==> config.mk <==
export PLATFORM = sky130hd
export DESIGN_NAME = decode
export DESIGN_NICKNAME = d
export VERILOG_FILES = /design/src/rtl/rv32i_pkg.sv /design/src/rtl/imm_gen.sv /design/src/rtl/decode.sv
export SDC_FILE = /design/constraint.sdc
export NUM_CORES = 1
export LEC_CHECK = 0
export CAP_MARGIN = 5
export CORE_AREA = 3 3 126 176
export CTS_BUF_LIST = sky130_fd_sc_hd__clkbuf_4 sky130_fd_sc_hd__clkbuf_8
export CTS_CLUSTER_DIAMETER = 120
export DETAILED_ROUTE_END_ITERATION = 6
export DIE_AREA = 0 0 129 179
export GPL_TIMING_DRIVEN = 0
export PLACE_DENSITY_LB_ADDON = 0.25
export SLEW_MARGIN = 20
export SYNTH_ARGS = -nofsm -noshare
export SYNTH_HDL_FRONTEND = slang
export SYNTH_HIERARCHICAL = 1
export SYNTH_SLANG_ARGS = --single-unit
export TNS_END_PERCENT = 100
==> constraint.sdc <==
create_clock -name clk -period 4.9 [get_ports clk]
set_input_delay 0.735 -clock clk [delete_from_list [all_inputs] [get_ports clk]]
set_output_delay 0.735 -clock clk [all_outputs]
set_load 0.02 [all_outputs]
Fig. 1: routing congestion map
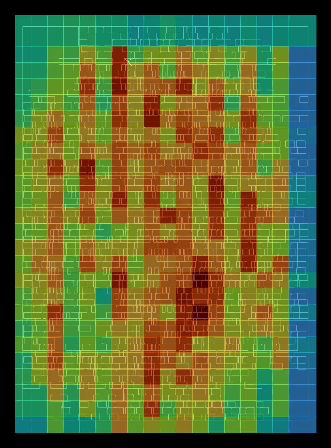
busiest metal layer after global routing: met2
post-route core utilization: 58.3%

Fig. 2: zoomed window
Window x 52 to 77, y 41 to 66 um. Cells in grey, sequential cells in the stronger grey; small squares are vias.
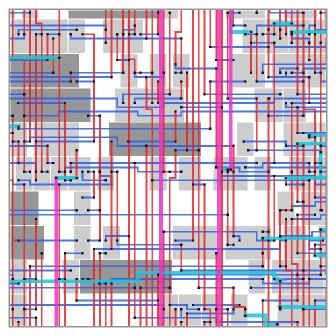
layer	colour
metal 3	cyan
metal 4	magenta
metal 2	red
metal 1	blue
most frequent	nand2_1 (14), clkbuf_1 (5), a21oi_1 (5)
sequential cells in the window	4
cells with their middle in the window	55

Fig. 3: logic cells by family
Drawn at 1.5 px/um.
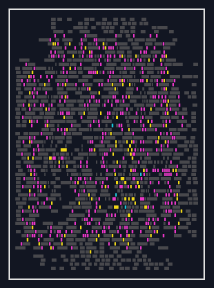
family	colour	cells	most used
nor cells	yellow	125	nor2_1
inv cells	cyan	4	inv_1
nand cells	magenta	427	nand2_1
fraction of standard cell area in multi-input logic: 38.0%
Layout Cells excl Fill: 1643

==> README.md <==
| Stage | Parameter | Value |
|---|---|---|
| yosys | Top cells by area, synth | dfxtp_1 (43%), nand2_1 (17%), a311oi_2 (15%) |
| yosys | Main flop type after synthesis | dfxtp_1 |
| global route | Met2 usage | 43.3% |
| timing | Worst setup skew after layout | 0.0140 ns |
| cts | Postcts setup bufs | 0 |
| power and ir drop | Power in the clock group | 0.00119 W |
| setup path | Start-to-end type of the worst setup path | input pin to flip-flop |
| finish | Net total in the final layout | 1443 |
| status | Violations in the final reports | DRC |
| status | Run status | complete, but fails checks |
| setup path | Cell chain of the critical path | clkdlybuf4s50_1 > nor4bb_1 > o22ai_1 > a31o_2 > or3_4 > buf_6 > a21oi_1 > nor2_1 > a311oi_2 |
| routing | Number of nets with antenna violations after routing | 0 |
| timing | Finish-stage setup viols | 0 |
| global route | Largest net degree at the start of global routing | 17 |
| power and ir drop | Clock power frac | 34.0% |
| power and ir drop | Comb pwr | 0.000615 W |
| setup path | Slowest Stage Delay on Critical Path | 0.65 ns |
| cts | CTS resizes | 0 |
| timing | Final period util | 65.0% |
| floorplanning | Std-Cell Rows | 62 |
| global route | Global-route total usage across every layer | 24.6% |
| yosys | Xor and xnor fraction of the mapped netlist area | 0.283% |
| routing | DRC violation count after routing | 3 |
| global route | Grt met1 use | 28.7% |
| routing | M1 WL | 11500 um |
[synth_stat cells (2+ instances only)]
| cell type | n |
|---|---|
| nand2_1 | 419 |
| dfxtp_1 | 197 |
| a21oi_1 | 123 |
| nor2_1 | 109 |
| a311oi_2 | 90 |
| clkbuf_1 | 55 |
| buf_4 | 32 |
| buf_2 | 25 |
| buf_6 | 13 |
| nor3_1 | 9 |
| a311oi_1 | 8 |
| and2_1 | 7 |
| a22oi_1 | 5 |
| buf_1 | 5 |
| inv_1 | 4 |
| and3_1 | 3 |
| nand3b_1 | 3 |
| o21ai_0 | 3 |
| or4_1 | 3 |
| a211oi_1 | 2 |
| and2b_1 | 2 |
| nand2b_1 | 2 |
| nor2b_1 | 2 |
| nor4_1 | 2 |
| o21a_1 | 2 |
| o21bai_1 | 2 |
| o22ai_1 | 2 |
| o31ai_1 | 2 |
| or2_2 | 2 |
| xnor2_1 | 2 |
[worst max-delay path, delay by kind of cell]
| family | cells | cell delay (ns) |
|---|---|---|
| compound gates | 4 | 1.00 |
| buf+inv | 2 | 0.81 |
| simple gates | 3 | 1.01 |
[layout make-up]
class                      instances  area share [%]
inverter                           4           0.125
clock inverter                    11            1.44
sequential                       197            32.8
multi-input combinational        825            38.0
buffer                           131            6.17
timing repair buffer             198            16.5
clock buffer                      21            2.35
tap                              256            2.66
[per-stage QoR]
stage | cell area [um2] | worst slack (ns) | instances
2_1_floorplan | 9270 | 2.36 | 1157
3_3_place_gp | 11600 | 1.33 | 1611
3_5_place_dp | 11600 | 1.31 | 1611
4_1_cts | 12000 | 1.74 | 1643
5_1_grt | 12000 | 1.61 | 1643
6_report | 12000 | 1.72 | 1643
Power is estimated from default activity; no workload was simulated.
